--- config.mk ---
export PLATFORM = sky130hd
export DESIGN_NAME = alu_seq
export DESIGN_NICKNAME = d
export VERILOG_FILES = /design/src/rtl/alu_seq_pkg.sv /design/src/rtl/alu_seq_flags.sv /design/src/rtl/alu_seq.sv
export SDC_FILE = /design/constraint.sdc
export NUM_CORES = 1
export LEC_CHECK = 0
export CAP_MARGIN = 5
export CORE_MARGIN = 5
export CORE_UTILIZATION = 61
export DETAILED_ROUTE_END_ITERATION = 8
export PLACE_DENSITY = 0.78
export SLEW_MARGIN = 30
export SYNTH_ARGS = -nofsm -noshare
export SYNTH_HDL_FRONTEND = slang
export SYNTH_SLANG_ARGS = --single-unit
--- constraint.sdc ---
create_clock -name clk -period 5.1 [get_ports clk]
set_input_delay 1.02 -clock clk [delete_from_list [all_inputs] [get_ports clk]]
set_output_delay 1.02 -clock clk [all_outputs]
set_load 0.005 [all_outputs]
--- src/rtl/alu_seq_pkg.sv ---
// alu_seq_pkg: shared opcode/state encodings and saturation helpers for alu_seq.
// Saturation helpers are only referenced when ALU_SEQ_SAT_EN is defined.
package alu_seq_pkg;

    localparam int OP_W = 3;

    typedef enum logic [OP_W-1:0] {
        OP_ADD  = 3'b000,
        OP_SUB  = 3'b001,
        OP_AND  = 3'b010,
        OP_OR   = 3'b011,
        OP_XOR  = 3'b100,
        OP_SHL  = 3'b101,
        OP_MUL  = 3'b110,
        OP_RSVD = 3'b111
    } op_e;

    typedef enum logic [1:0] {
        ST_IDLE = 2'b00,
        ST_MUL  = 2'b01,
        ST_HOLD = 2'b10
    } state_e;

    // Largest signed value representable in 'width' bits, zero-extended to 32 bits
    function automatic logic [31:0] sat_max(input int width);
        return (32'd1 << (width - 1)) - 32'd1;
    endfunction

    // Most negative signed value in 'width' bits (only the low 'width' bits are meaningful)
    function automatic logic [31:0] sat_min(input int width);
        return 32'd1 << (width - 1);
    endfunction

endpackage

--- src/rtl/alu_seq_flags.sv ---
// alu_seq_flags: combinational flag generator placed ahead of the result register.
// Produces parity/overflow/compare flags and, when ALU_SEQ_SAT_EN is defined,
// clamps ADD/SUB/MUL results to the signed range on overflow.
module alu_seq_flags
    import alu_seq_pkg::*;
#(
    parameter int WIDTH = 8
) (
    input  logic [WIDTH-1:0] i_a,
    input  logic [WIDTH-1:0] i_b,
    input  logic [WIDTH-1:0] i_y_raw,
    input  logic [WIDTH-1:0] i_prod_hi,
    input  op_e              i_op,
    output logic [WIDTH-1:0] o_y,
    output logic             o_parity,
    output logic             o_overflow,
    output logic             o_greater,
    output logic             o_is_eq,
    output logic             o_less
);

    logic w_sign_a;
    logic w_sign_b;
    logic w_sign_y;
    logic w_ovf;

    assign w_sign_a = i_a[WIDTH-1];
    assign w_sign_b = i_b[WIDTH-1];
    assign w_sign_y = i_y_raw[WIDTH-1];

    // Signed overflow of the wrapped result; MUL compares the upper half to the sign extension
    always_comb begin
        w_ovf = 1'b0;
        case (i_op)
            OP_ADD:  w_ovf = (w_sign_a == w_sign_b) && (w_sign_y != w_sign_a);
            OP_SUB:  w_ovf = (w_sign_a != w_sign_b) && (w_sign_y != w_sign_a);
            OP_MUL:  w_ovf = (i_prod_hi != {WIDTH{w_sign_y}});
            default: w_ovf = 1'b0;
        endcase
    end

`ifdef ALU_SEQ_SAT_EN
    localparam logic [31:0] SAT_MAX_32 = sat_max(WIDTH);
    localparam logic [31:0] SAT_MIN_32 = sat_min(WIDTH);

    logic w_sat_neg;

    // Clamp toward the sign of the true result when it does not fit in WIDTH bits
    always_comb begin
        w_sat_neg = (i_op == OP_MUL) ? (w_sign_a ^ w_sign_b) : w_sign_a;
        o_y       = i_y_raw;
        if (w_ovf) begin
            o_y = w_sat_neg ? SAT_MIN_32[WIDTH-1:0] : SAT_MAX_32[WIDTH-1:0];
        end
    end
`else
    assign o_y = i_y_raw;
`endif

    assign o_overflow = w_ovf;
    assign o_parity   = ^o_y;
    assign o_greater  = $signed(i_a) >  $signed(i_b);
    assign o_is_eq    = (i_a == i_b);
    assign o_less     = $signed(i_a) <  $signed(i_b);

endmodule

--- src/rtl/alu_seq.sv ---
// alu_seq: valid/ready ALU with a registered result stage and an iterative
// shift-add signed multiplier (magnitude multiply with sign correction).
// Optional build macro: ALU_SEQ_SAT_EN (saturating ADD/SUB/MUL).
module alu_seq
    import alu_seq_pkg::*;
#(
    parameter int WIDTH = 8
) (
    input  logic             clk,
    input  logic             rst_n,
    input  logic             in_valid,
    output logic             in_ready,
    input  logic [WIDTH-1:0] a,
    input  logic [WIDTH-1:0] b,
    input  logic [OP_W-1:0]  op,
    output logic             out_valid,
    input  logic             out_ready,
    output logic [WIDTH-1:0] y,
    output logic             parity,
    output logic             overflow,
    output logic             greater,
    output logic             is_eq,
    output logic             less,
    output logic             busy
);

    localparam int CNT_W = $clog2(WIDTH + 1);

    state_e             r_state;
    state_e             w_state_next;
    logic               w_rdy_state;
    logic               w_out_valid;
    logic               w_busy;

    op_e                w_op_in;
    logic               w_in_mul;
    logic               w_accept;
    logic               w_start_mul;
    logic               w_load_alu;
    logic               w_mul_done;

    logic [31:0]        w_shamt;
    logic [WIDTH-1:0]   w_alu;
    logic [WIDTH-1:0]   w_a_mag;
    logic [WIDTH-1:0]   w_b_mag;

    logic [WIDTH-1:0]   r_a;
    logic [WIDTH-1:0]   r_b;
    logic [WIDTH-1:0]   r_mplier;
    logic [2*WIDTH-1:0] r_mcand;
    logic [2*WIDTH-1:0] r_acc;
    logic [CNT_W-1:0]   r_cnt;
    logic               r_neg;
    logic [2*WIDTH-1:0] w_acc_step;
    logic [2*WIDTH-1:0] w_prod;

    logic [WIDTH-1:0]   w_f_a;
    logic [WIDTH-1:0]   w_f_b;
    logic [WIDTH-1:0]   w_f_raw;
    logic [WIDTH-1:0]   w_f_hi;
    op_e                w_f_op;
    logic [WIDTH-1:0]   w_f_y;
    logic               w_f_parity;
    logic               w_f_overflow;
    logic               w_f_greater;
    logic               w_f_is_eq;
    logic               w_f_less;

    logic [WIDTH-1:0]   r_y;
    logic               r_parity;
    logic               r_overflow;
    logic               r_greater;
    logic               r_is_eq;
    logic               r_less;

    assign w_op_in     = op_e'(op);
    assign w_in_mul    = (w_op_in == OP_MUL);
    assign w_accept    = in_valid & w_rdy_state;
    assign w_start_mul = w_accept & w_in_mul;
    assign w_load_alu  = w_accept & ~w_in_mul;
    assign w_mul_done  = (r_state == ST_MUL) && (r_cnt == CNT_W'(1));

    // State register
    always_ff @(posedge clk or negedge rst_n) begin
        if (!rst_n) begin
            r_state <= ST_IDLE;
        end else begin
            r_state <= w_state_next;
        end
    end

    // Next-state and handshake outputs
    always_comb begin
        w_state_next = r_state;
        w_rdy_state  = 1'b0;
        w_out_valid  = 1'b0;
        w_busy       = 1'b0;
        case (r_state)
            ST_IDLE: begin
                w_rdy_state = 1'b1;
                if (in_valid) begin
                    w_state_next = w_in_mul ? ST_MUL : ST_HOLD;
                end
            end
            ST_MUL: begin
                w_busy = 1'b1;
                if (r_cnt == CNT_W'(1)) begin
                    w_state_next = ST_HOLD;
                end
            end
            ST_HOLD: begin
                w_out_valid = 1'b1;
                w_rdy_state = out_ready;
                if (out_ready) begin
                    if (in_valid) begin
                        w_state_next = w_in_mul ? ST_MUL : ST_HOLD;
                    end else begin
                        w_state_next = ST_IDLE;
                    end
                end
            end
            default: w_state_next = ST_IDLE;
        endcase
    end

    // Single-cycle operations; MUL and the reserved code yield zero here
    always_comb begin
        w_shamt = 32'(b) % 32'(WIDTH);
        w_alu   = '0;
        case (w_op_in)
            OP_ADD:  w_alu = a + b;
            OP_SUB:  w_alu = a - b;
            OP_AND:  w_alu = a & b;
            OP_OR:   w_alu = a | b;
            OP_XOR:  w_alu = a ^ b;
            OP_SHL:  w_alu = a << w_shamt;
            default: w_alu = '0;
        endcase
    end

    assign w_a_mag    = a[WIDTH-1] ? -a : a;
    assign w_b_mag    = b[WIDTH-1] ? -b : b;
    assign w_acc_step = r_acc + (r_mplier[0] ? r_mcand : '0);
    assign w_prod     = r_neg ? -w_acc_step : w_acc_step;

    // Shift-add multiplier: load magnitudes on accept, one multiplier bit per cycle
    always_ff @(posedge clk or negedge rst_n) begin
        if (!rst_n) begin
            r_a      <= '0;
            r_b      <= '0;
            r_mplier <= '0;
            r_mcand  <= '0;
            r_acc    <= '0;
            r_cnt    <= '0;
            r_neg    <= 1'b0;
        end else if (w_start_mul) begin
            r_a      <= a;
            r_b      <= b;
            r_mplier <= w_b_mag;
            r_mcand  <= {{WIDTH{1'b0}}, w_a_mag};
            r_acc    <= '0;
            r_cnt    <= CNT_W'(WIDTH);
            r_neg    <= a[WIDTH-1] ^ b[WIDTH-1];
        end else if (r_state == ST_MUL) begin
            r_acc    <= w_acc_step;
            r_mcand  <= r_mcand << 1;
            r_mplier <= r_mplier >> 1;
            r_cnt    <= r_cnt - CNT_W'(1);
        end
    end

    // The finishing multiply uses the latched operands; otherwise the live beat
    assign w_f_a   = (r_state == ST_MUL) ? r_a : a;
    assign w_f_b   = (r_state == ST_MUL) ? r_b : b;
    assign w_f_op  = (r_state == ST_MUL) ? OP_MUL : w_op_in;
    assign w_f_raw = (r_state == ST_MUL) ? w_prod[WIDTH-1:0] : w_alu;
    assign w_f_hi  = (r_state == ST_MUL) ? w_prod[2*WIDTH-1:WIDTH] : '0;

    alu_seq_flags #(
        .WIDTH (WIDTH)
    ) u_flags (
        .i_a        (w_f_a),
        .i_b        (w_f_b),
        .i_y_raw    (w_f_raw),
        .i_prod_hi  (w_f_hi),
        .i_op       (w_f_op),
        .o_y        (w_f_y),
        .o_parity   (w_f_parity),
        .o_overflow (w_f_overflow),
        .o_greater  (w_f_greater),
        .o_is_eq    (w_f_is_eq),
        .o_less     (w_f_less)
    );

    // Result stage: captured on a single-cycle accept or on the last multiply step
    always_ff @(posedge clk or negedge rst_n) begin
        if (!rst_n) begin
            r_y        <= '0;
            r_parity   <= 1'b0;
            r_overflow <= 1'b0;
            r_greater  <= 1'b0;
            r_is_eq    <= 1'b0;
            r_less     <= 1'b0;
        end else if (w_load_alu || w_mul_done) begin
            r_y        <= w_f_y;
            r_parity   <= w_f_parity;
            r_overflow <= w_f_overflow;
            r_greater  <= w_f_greater;
            r_is_eq    <= w_f_is_eq;
            r_less     <= w_f_less;
        end
    end

    // in_ready is held low while reset is asserted
    assign in_ready  = w_rdy_state & rst_n;
    assign out_valid = w_out_valid;
    assign busy      = w_busy;
    assign y         = r_y;
    assign parity    = r_parity;
    assign overflow  = r_overflow;
    assign greater   = r_greater;
    assign is_eq     = r_is_eq;
    assign less      = r_less;

endmodule

==> flow_summary.yaml, run 1 <==
# implementation run metrics
clock_network:
  tritoncts: "yes"
  cts-root-buf: "clkbuf_8"
  cts_sinks: 76
  cts.clk_slew.worst_paths_ps: 90
  htree_levels: 3
  post_cts_resized: 0
  postCtsHoldBufs: 0
  clockBufferDepth: 2
  post_cts_buffers: 0
min_path:
  hp-class: "flop to flop"
die:
  fp.dieH_um: 112
  rows: 37
  dieWidth_um: 112
  dieArea_mm2: 0.0127
  core-area_mm2: 0.0103
  ios: 39
  initCoreUtil_pct: 62.3
sta:
  fin_hold_ws_ps: 480
  worst_slew_pin_slew_ps: 918
  relSlewSlack_pct: 38.5
  setup_violations: 0
  tns_ps: 0
  fin_crit_ps: 4600
  drv_slew: 0
  hold_violations: 0
  rsz0062_at_grt: "false"
  fin_crit_sh_pct: 90.2
  max_freq_ghz: 0.217
route:
  vias_per_cell: 6.35
  wl_met3_um: 870
  wl_per_cell_um: 19.8
  drc: 0
  ant_nets: 0
  vias: 6022
  drt_iter0_drc: 509
  wl_met2_um: 9390
  highest_layer: "met4"
  met1_length_um: 7940
  wl_um: 18800
  firstDrtPassIters: 5
logic_synthesis:
  yosysSeqAreaShare_pct: 29.7
  floorplan.nets: 862
  avgSynthCellArea_um2: 8.17
  yosysTopAreaCellShare_pct: 29.7
  ff_type: "dfrtp_1"
  ys_types: 72
  synth_area_mm2: 0.00641
  top_cells_by_area: "dfrtp_1 (30%), ha_1 (10%), nand2_1 (7.7%)"
  edf_count: 0
  yosysCellCount: 784
  yosys.area.top_type: "dfrtp_1"
  ys_area_mm2: 0.00641
  async_flop_share_pct: 100
  synth_cells: 784
  synth-seq-cells: 76
  yosysWarnings: 0
pwr:
  p_int_mw: 1.87
  comb_power_share_pct: 54.8
  power_density_mw_per_mm2: 477
  ir_drop_uv: 241
  seq_power_share_pct: 30.3
  swShare_pct: 45.0
  p_leak_nw: 3.24
  p_clk_share_pct: 14.9
  finalPower_mw: 3.40
  power_switching_mw: 1.53
global_routing:
  grt_overflow_total: 0
  grt_usage_pct: 30.2
  grt_pass1_wl_um: 30600
  antenna_found_initial: 0
  grt_pass1_vias: 6011
  grt_max_degree: 58
critical_path:
  slowest_stage: "or4_1"
  endpoint_kind: "flop"
  crit_type: "input pin to flop"
  crit_chain: "clkdlybuf4s50_1, inv_1, nand3_1, or3_1, nor3_1, ha_1, mux2i_1, xnor2_1, and3_1, or2_0, o311a_1, a31o_1, or4_1, o211ai_1"
  required_ps: 5390
  crit_arrival_ps: 4890
  start_kind: "input pin"
  path_max_fanout: 6
  critical_path.max_stage_delay_ps: 540
place:
  gp_congestion: 0.944
  dp.cells: 932
  io_buffers: 38
  dp_hpwl_um: 13900
final_layout:
  insertedDiodeCount: 0
  final_core_util_pct: 69.3
  nFillCells: 835
  combGateArea_mm2: 0.00420
  area_growth_pct: 11.2
  drive_gt1_share_pct: 7.51
  flop_area_mm2: 0.00190
  finalNetCount: 885
job:
  max_cap_viol_count: 0
  warnings: 37
outcome:
  status: "finished, final reports clean"
-- run 1: metrics by stage --
stage / cell area [µm²] / setup WS (ps)
floorplan: 6410 / 662
global placement: 6920 / 244
detailed placement: 6920 / 153
CTS: 7120 / 531
global route: 7120 / 350
finish: 7120 / 498
-- run 1: synth_stat cells (10+ instances only) --
cell	n
dfrtp_1	76
nand2_1	131
mux2i_1	14
inv_1	33
clkbuf_1	36
o21ai_0	69
xor2_1	11
nor2b_1	10
nor3_1	11
or3_1	11
and2_1	17
ha_1	53
nand3_1	34
a21oi_1	38
nor2_1	45
xnor2_1	39
-- run 1: metal layers --
metal / global-route usage, % / vias to the layer above
li1: - / 2831
met1: 38.1 / 2911
met2: 52.4 / 233
met3: 3.45 / 47
met4: 12.8 / 0
met5: 0 / -
-- run 1: registers in the layout, indices dropped and copies added, names as in the netlist --
name / flops
r_acc: 16
r_mcand: 16
r_a: 8
r_b: 8
r_mplier: 8
y: 8
r_cnt: 4
r_state: 2
greater: 1
is_eq: 1
less: 1
overflow: 1
parity: 1
r_neg: 1
-- run 1: kinds of logic after synthesis --
logic type / after synthesis / synth area share [%]
buffers and inverters: 79 / 4.86
and+or+nand+nor: 301 / 22.0
DFF: 76 / 29.7
muxes: 20 / 4.12
xor gates and xnor gates: 51 / 7.19
adders and majority gates: 55 / 11.0
AOI/OAI and AO/OA: 202 / 21.2
-- run 1: worst paths after layout --
kind                            slack [ps]  depth (start not counted)         from           to
worst max-delay path                   500                         14         b[2]     overflow
worst min-delay path                   480                          2         y[1]         y[1]
worst max register to register         730                         13  r_mplier[0]     overflow
worst min register to register         480                          2         y[1]         y[1]
max in group asynchronous             3520                          2        rst_n  r_mplier[4]
min in group asynchronous              570                          1        rst_n       r_b[2]
-- run 1: layout by cell type, fill, tap and decap left out, types with 9 or more instances in the layout --
cell type and instances:
a21oi_1 38, a31oi_1 9, and2_1 17, buf_4 20, clkbuf_8 10, clkdlybuf4s50_1 37
dfrtp_1 76, ha_1 53, inv_1 32, mux2i_1 14, nand2_1 131, nand3_1 34
nor2_1 45, nor2b_1 10, nor3_1 11, o21ai_0 69, or3_1 11, xnor2_1 39
xor2_1 11
-- run 1: cell type report --
| cell class | count | area share [%] |
|---|---|---|
| inverter | 34 | 1.79 |
| tap | 136 | 2.39 |
| clock inverter | 6 | 0.983 |
| timing repair buffer | 57 | 7.31 |
| sequential | 76 | 26.7 |
| clock buffer | 10 | 1.93 |
| multi-input combinational | 629 | 58.9 |
-- run 1: critical path, delay by kind of cell --
family          cells  cell delay [ps]
simple gates        6             1740
compound gates      3              740
buf+inv             2              790
fa+ha+maj           1              280
xor+xnor            1              110
mux                 1              210
-- run 1: power by group through the flow --
| stage | registers (mW) | logic [mW] | clock network [mW] |
|---|---|---|---|
| 2_1_floorplan | 0.967 | 1.39 | 0 |
| 4_1_cts | 1.02 | 1.85 | 0.508 |
| 3_5_place_dp | 1.04 | 1.83 | 0 |
| 3_3_place_gp | 1.02 | 1.77 | 0 |
| 6_report | 1.03 | 1.86 | 0.506 |
| 5_1_grt | 1.06 | 2.05 | 0.537 |
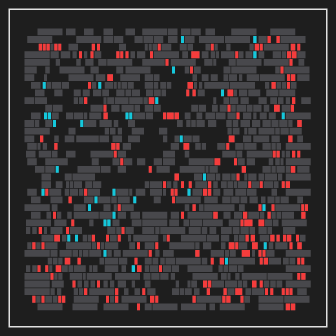
*Gate-type map, run 1*
color	family	cells
red	NAND gates	184
cyan	inverters	34
combinational share of cell area: 58.9%
non-filler instance count after layout: 948
Commonest Layout Cell: nand2_1

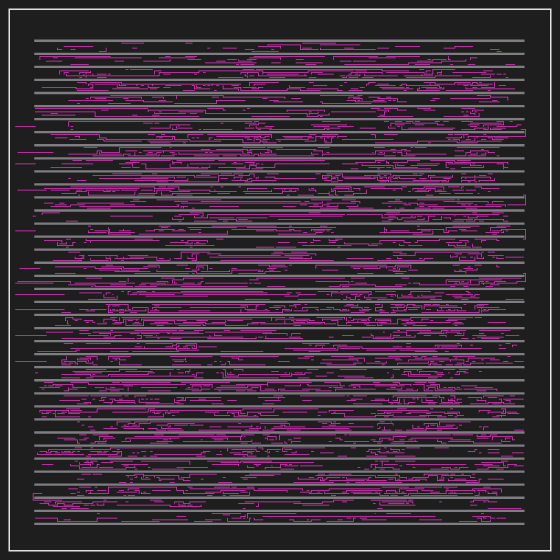
*Met1 routing, run 1*
Supply wires on this layer in gray.
main direction	horizontal
nets with wire on the layer	827
wire length on this layer	7940 µm
share of all routed wire	42%
longest straight run	38.2 µm

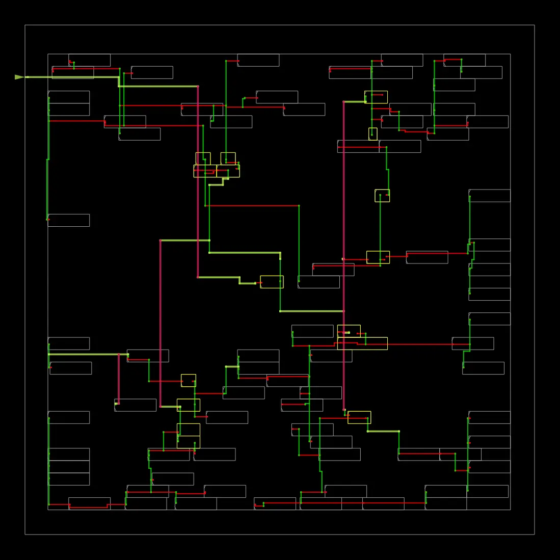
*Clock nets, run 1*
clock latency on the worst-skew pair: 370 ps
CLK BUF: 10
cts bufs inserted: 9
Setup Skew: 9.02 ps

==> inputs of run 2 (changes only) <==
Settings changed: PLACE_DENSITY 0.78 to unset, PLACE_DENSITY_LB_ADDON set to 0.25.
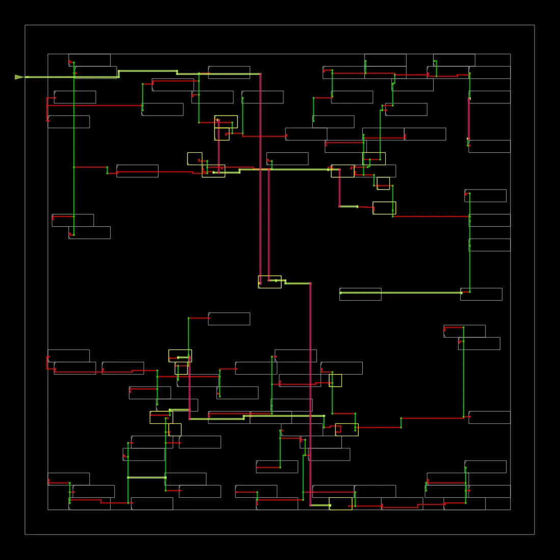
*Clock nets, run 2*
clock tree sinks: 76
Setup Skew: 11.8 ps
number of sequential cells: 76
clock-net power: 451 µW

==> flow_summary.yaml, run 2 <==
# implementation run metrics
outcome:
  status: "finished, final reports clean"
die:
  fp.dieH_um: 112
  dieWidth_um: 112
  initCoreUtil_pct: 62.3
  rows: 37
  core-area_mm2: 0.0103
  ios: 39
  dieArea_mm2: 0.0127
critical_path:
  crit_arrival_ps: 4730
  cp_num_buf_inv: 2
  path_max_fanout: 7
  rr_startpoint: "r_mplier[0]"
  regToRegSetupSlack_ps: 780
  endpoint_kind: "flop"
  crit_type: "input pin to flop"
  start_kind: "input pin"
  slowest_stage: "or3b_1"
  startpoint: "op[1]"
place:
  pre_cts_ws_ps: 321
  io_buffers: 38
  gp_congestion: 0.944
  dp_hpwl_um: 13400
route:
  vias_per_cell: 6.36
  ant_nets: 0
  wl_per_cell_um: 19.0
  firstDrtPassIters: 5
sta:
  worst_slew_pin_slew_ps: 860
  max_freq_ghz: 0.225
  fin_hold_ws_ps: 490
  drv_slew: 0
  hold_violations: 0
  fin_crit_ps: 4440
  setup_violations: 0
  tns_ps: 0
  rsz0062_at_grt: "false"
  relSlewSlack_pct: 42.5
  fin_crit_sh_pct: 87.0
pwr:
  p_leak_nw: 3.20
  ir_drop_uv: 238
clock_network:
  tritoncts: "yes"
  cts-root-buf: "clkbuf_8"
  postCtsHoldBufs: 0
  cts_made_buffers: 9
  post_cts_buffers: 0
  htree_levels: 3
  worstSkewPairLatency_ps: 370
  post_cts_resized: 0
logic_synthesis:
  yosys.cell_count.top_type: "nand2_1"
  yosysCellCount: 784
  ys_types: 72
  yosys.area.top_type: "dfrtp_1"
  avgSynthCellArea_um2: 8.17
  ff_type: "dfrtp_1"
  top_cells_by_area: "dfrtp_1 (30%), ha_1 (10%), nand2_1 (7.7%)"
  yosysWarnings: 0
  synth-seq-cells: 76
  ys_top_cells_by_count: "nand2_1 (131), dfrtp_1 (76), o21ai_0 (69), ha_1 (53), nor2_1 (45)"
  edf_count: 0
  yosysTopAreaCellShare_pct: 29.7
  yosysSeqAreaShare_pct: 29.7
  synth_cells: 784
  async_flop_share_pct: 100
final_layout:
  area_growth_pct: 10.7
  nFillCells: 856
  final_core_util_pct: 69.0
  flop_area_mm2: 0.00190
  drive_gt1_share_pct: 7.41
  finalNetCount: 883
  layout_top_cells: "nand2_1 (131), dfrtp_1 (76), o21ai_0 (69)"
  combGateArea_mm2: 0.00420
  insertedDiodeCount: 0
  largestRegisters: "r_acc (16), r_mcand (16)"
job:
  warnings: 37
min_path:
  hold_path_startpoint: "r_a[3]"
  hp-class: "flop to flop"
global_routing:
  antenna_found_initial: 0
  grt_pass1_vias: 6032
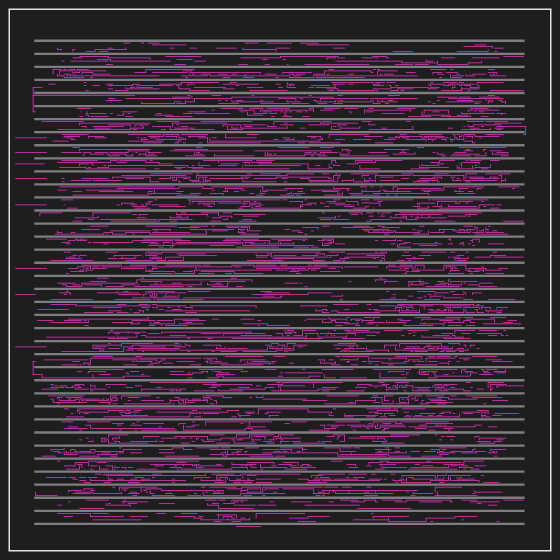
*Met1 routing, run 2*
Supply wires on this layer in gray.
DR vias: 6018
GRT met1 Usage: 37.2%
total wire length: 18000 µm

-- run 2: logic make-up (layout without fill, tap and decap cells) --
kind of cell | Yosys count | in the layout | share of synthesized area [%]
AOI/OAI and AO/OA | 202 | 202 | 21.2
xor gates and xnor gates | 51 | 51 | 7.19
adders and majority gates | 55 | 55 | 11.0
buffers and inverters | 79 | 105 | 4.86
DFF | 76 | 76 | 29.7
muxes | 20 | 20 | 4.12
and+or+nand+nor | 301 | 301 | 22.0
-- run 2: layout make-up --
class                      instances  share of cell area [%]
multi-input combinational        629                    59.2
sequential                        76                    26.8
timing repair buffer              55                    7.13
tap                              136                    2.40
clock buffer                      10                    1.94
inverter                          34                    1.80
clock inverter                     6                   0.671
-- run 2: per-layer routing --
metal	vias to the layer above	track usage, %	part of all wire, %
met5	-	0	0
li1	2826	-	-
met4	0	12.8	4.2
met2	226	49.1	48
met1	2909	37.2	42
met3	57	4.10	5.3
-- run 2: path summary, 6_finish.rpt --
kind	endpoint	cells after the start
worst max-delay path	overflow	15
worst min-delay path	r_a[3]	2
worst max register to register	overflow	12
worst min register to register	r_a[3]	2
max in group asynchronous	r_b[4]	2
min in group asynchronous	r_a[5]	1
-- run 2: metrics by stage --
step | instance area (µm²) | std cells
floorplan | 6410 | 784
global placement | 6900 | 930
detailed placement | 6900 | 930
CTS | 7090 | 946
global route | 7090 | 946
finish | 7090 | 946
-- run 2: tightest hold or removal path, cell delays in order (launching register included) --
cell,delay [ps]
dfrtp_1,350
nand2_1,40
o21ai_0,60
-- run 2: power by group --
part           internal [mW]  total, mW  leakage [nW]  switching (mW)
combinational          0.786       1.86          2.15            1.08
clock                  0.192      0.451        0.0811           0.259
sequential             0.838       1.03         0.970           0.188
==> inputs of run 3 (changes only) <==
Settings changed: CELL_PAD_IN_SITES_DETAIL_PLACEMENT set to 0, CELL_PAD_IN_SITES_GLOBAL_PLACEMENT set to 1, CORE_UTILIZATION 61 to 46, HOLD_SLACK_MARGIN set to 0.02.
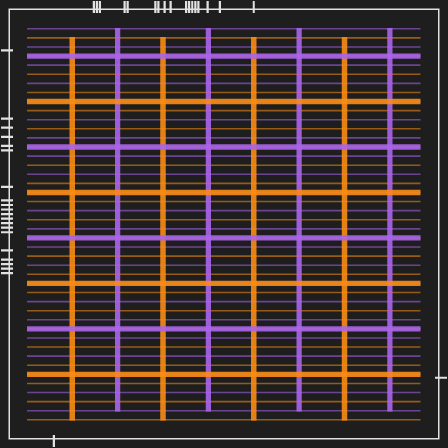
*Power grid, run 3*
Pins as bars on the die edge.
color	net
purple	VDD
orange	VSS
rows	43
met5 straps	8
met1 rails	44

==> flow_summary.yaml, run 3 <==
# implementation run metrics
critical_path:
  path_max_fanout: 7
  crit_chain: "clkdlybuf4s50_1, or3b_1, nor2_1, a21o_1, inv_1, ha_1, nor2b_1, o2111ai_1, nand3_1, and3_1, or2_0, o311a_1, a31o_1, or4_1, o211ai_1"
  required_ps: 5360
  rr_startpoint: "r_mplier[0]"
  slowest_stage: "or4_1"
  endpoint_kind: "flop"
  start_kind: "input pin"
  crit_type: "input pin to flop"
  crit_arrival_ps: 4740
  critical_path.max_stage_delay_ps: 500
  startpoint: "op[0]"
die:
  initCoreUtil_pct: 46.5
  core-area_mm2: 0.0138
  dieWidth_um: 128
  dieArea_mm2: 0.0164
  rows: 43
  fp.dieH_um: 128
  ios: 39
clock_network:
  post_cts_resized: 0
  worstSkewPairLatency_ps: 350
  cts_made_buffers: 9
  post_cts_buffers: 0
  cts_sinks: 76
  clockBufferDepth: 2
  htree_levels: 3
  tritoncts: "yes"
  cts-root-buf: "clkbuf_16"
  postCtsHoldBufs: 0
  cts.clk_slew.worst_paths_ps: 60
sta:
  fin_crit_sh_pct: 87.7
  max_freq_ghz: 0.223
  rsz0062_at_grt: "false"
  relSlewSlack_pct: 50.1
  setup_violations: 0
  tns_ps: 0
  fin_crit_ps: 4470
  drv_slew: 0
  fin_hold_ws_ps: 477
  hold_violations: 0
  worst_slew_pin_slew_ps: 746
  clock_skew_ps: 9.94
global_routing:
  grt_usage_pct: 24.4
  grt_max_degree: 79
  grt_overflow_total: 0
  grt_pass1_vias: 5836
  antenna_found_initial: 0
  grt_pass1_wl_um: 31500
final_layout:
  layout_top_cells: "nand2_1 (131), dfrtp_1 (76), o21ai_0 (69)"
  layout_top_cell: "nand2_1"
  largestRegisters: "r_acc (16), r_mcand (16)"
  drive_gt1_share_pct: 7.28
  insertedDiodeCount: 0
  area_growth_pct: 13.1
  nFillCells: 1361
logic_synthesis:
  adder_share_pct: 11.0
  yosysSeqAreaShare_pct: 29.7
  ff_type: "dfrtp_1"
  ys_sh_simple_pct: 22.0
  edf_count: 0
  yosysCellCount: 784
  avgSynthCellArea_um2: 8.17
  ys_sh_xor_pct: 7.19
  yosys-mux-area-fraction_pct: 4.12
  synth_cells: 784
  topCombFamilyByArea: "simple AND/OR/NAND/NOR gates"
  synth-seq-cells: 76
  synth_area_mm2: 0.00641
  synthAoiAreaFrac_pct: 21.2
  ys_top_cells_by_count: "nand2_1 (131), dfrtp_1 (76), o21ai_0 (69), ha_1 (53), nor2_1 (45)"
  ys_area_mm2: 0.00641
  top_cells_by_area: "dfrtp_1 (30%), ha_1 (10%), nand2_1 (7.7%)"
  yosysWarnings: 0
  ys_types: 72
  yosys.cell_count.top_type: "nand2_1"
  yosysTopAreaCellShare_pct: 29.7
  async_flop_share_pct: 100
route:
  drt_iter0_drc: 491
  drc: 0
  vias_per_cell: 5.98
  vias: 5922
  wl_um: 19100
  ant_nets: 0
  wl_per_cell_um: 19.3
  firstDrtPassIters: 5
min_path:
  hold_path_startpoint: "y[1]"
  hp-class: "flop to flop"
job:
  max_cap_viol_count: 0
  warnings: 37
pwr:
  finalPower_mw: 3.51
  p_leak_nw: 3.27
  ir_drop_uv: 224
  power_density_mw_per_mm2: 484
place:
  io_buffers: 38
  gp_congestion: 0.944
  dp_hpwl_um: 14000
outcome:
  status: "finished, final reports clean"
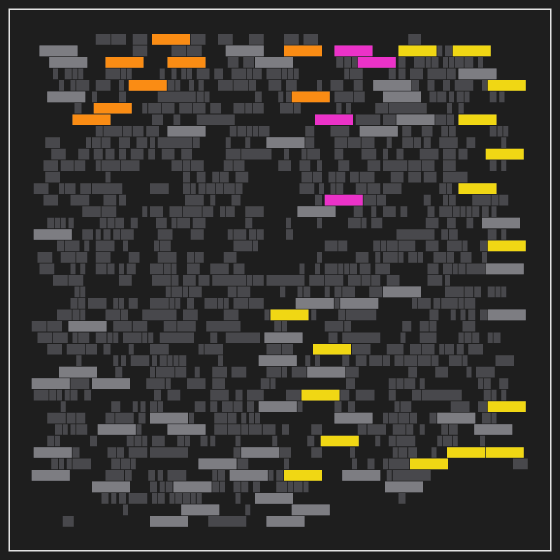
*Sequential cells colored by netlist name, run 3*
color	netlist name	sequential cells
orange	`y`	8
magenta	`r_cnt`	4
yellow	`r_mcand`	16
not colored	48
FF+latch area: 0.00190 mm²
final core occ: 52.6%

-- run 3: cell counts after synthesis --
Identical to the previous run, type by type.
-- run 3: cell type report --
cell class / count / area, µm² / area share [%]
clock buffer: 10 / 239 / 3.30
clock inverter: 5 / 28.8 / 0.397
inverter: 34 / 128 / 1.76
multi-input combinational: 629 / 4200 / 57.9
sequential: 76 / 1900 / 26.3
tap: 180 / 225 / 3.11
timing repair buffer: 56 / 526 / 7.25
-- run 3: cell families (layout without fill, tap and decap cells) --
| kind of cell | after synthesis | in the layout |
|---|---|---|
| AND/OR/NAND/NOR | 301 | 301 |
| multiplexers | 20 | 20 |
| flip-flops | 76 | 76 |
| adder cells (fa/ha/maj) | 55 | 55 |
| XOR/XNOR | 51 | 51 |
| buffers and inverters | 79 | 105 |
| AND-OR/OR-AND | 202 | 202 |
-- run 3: path summary, 6_finish.rpt --
kind                       cells after the start       end  slack [ps]
setup / recovery                              15  overflow         630
hold / removal                                 2      y[1]         480
setup reg to reg                              13  overflow         830
hold reg to reg                                2      y[1]         480
max in group asynchronous                      2  r_acc[2]        3510
min in group asynchronous                      1    r_b[7]         630
-- run 3: per-layer routing --
| metal | vias to the layer above | global-route usage [%] | wire length [µm] |
|---|---|---|---|
| met5 | - | 0 | 0 |
| met2 | 204 | 40.6 | 9230 |
| met4 | 0 | 11.1 | 664 |
| met1 | 2844 | 31.5 | 8310 |
| li1 | 2831 | - | - |
| met3 | 43 | 3.38 | 900 |
-- run 3: where the power goes --
group	switching, mW	internal (mW)	total, mW	leakage [nW]
Sequential	0.186	0.840	1.03	0.970
Combinational	1.08	0.788	1.87	2.16
Clock	0.277	0.338	0.615	0.138
Total	1.54	1.97	3.51	3.27
-- run 3: through the flow --
stage,area [µm²],std cells,setup WS (ps)
6_report,7240,990,626
5_1_grt,7240,990,453
4_1_cts,7240,990,653
3_5_place_dp,6980,975,310
3_3_place_gp,6980,975,323
2_1_floorplan,6410,784,662
-- run 3: worst max-delay path: cells and delay by family --
kind | cells | cell delay (ps)
buf+inv | 2 | 520
compound gates | 5 | 1140
simple gates | 7 | 1810
fa+ha+maj | 1 | 250
Power figures rest on the tool's default switching activity, not on a simulated workload.
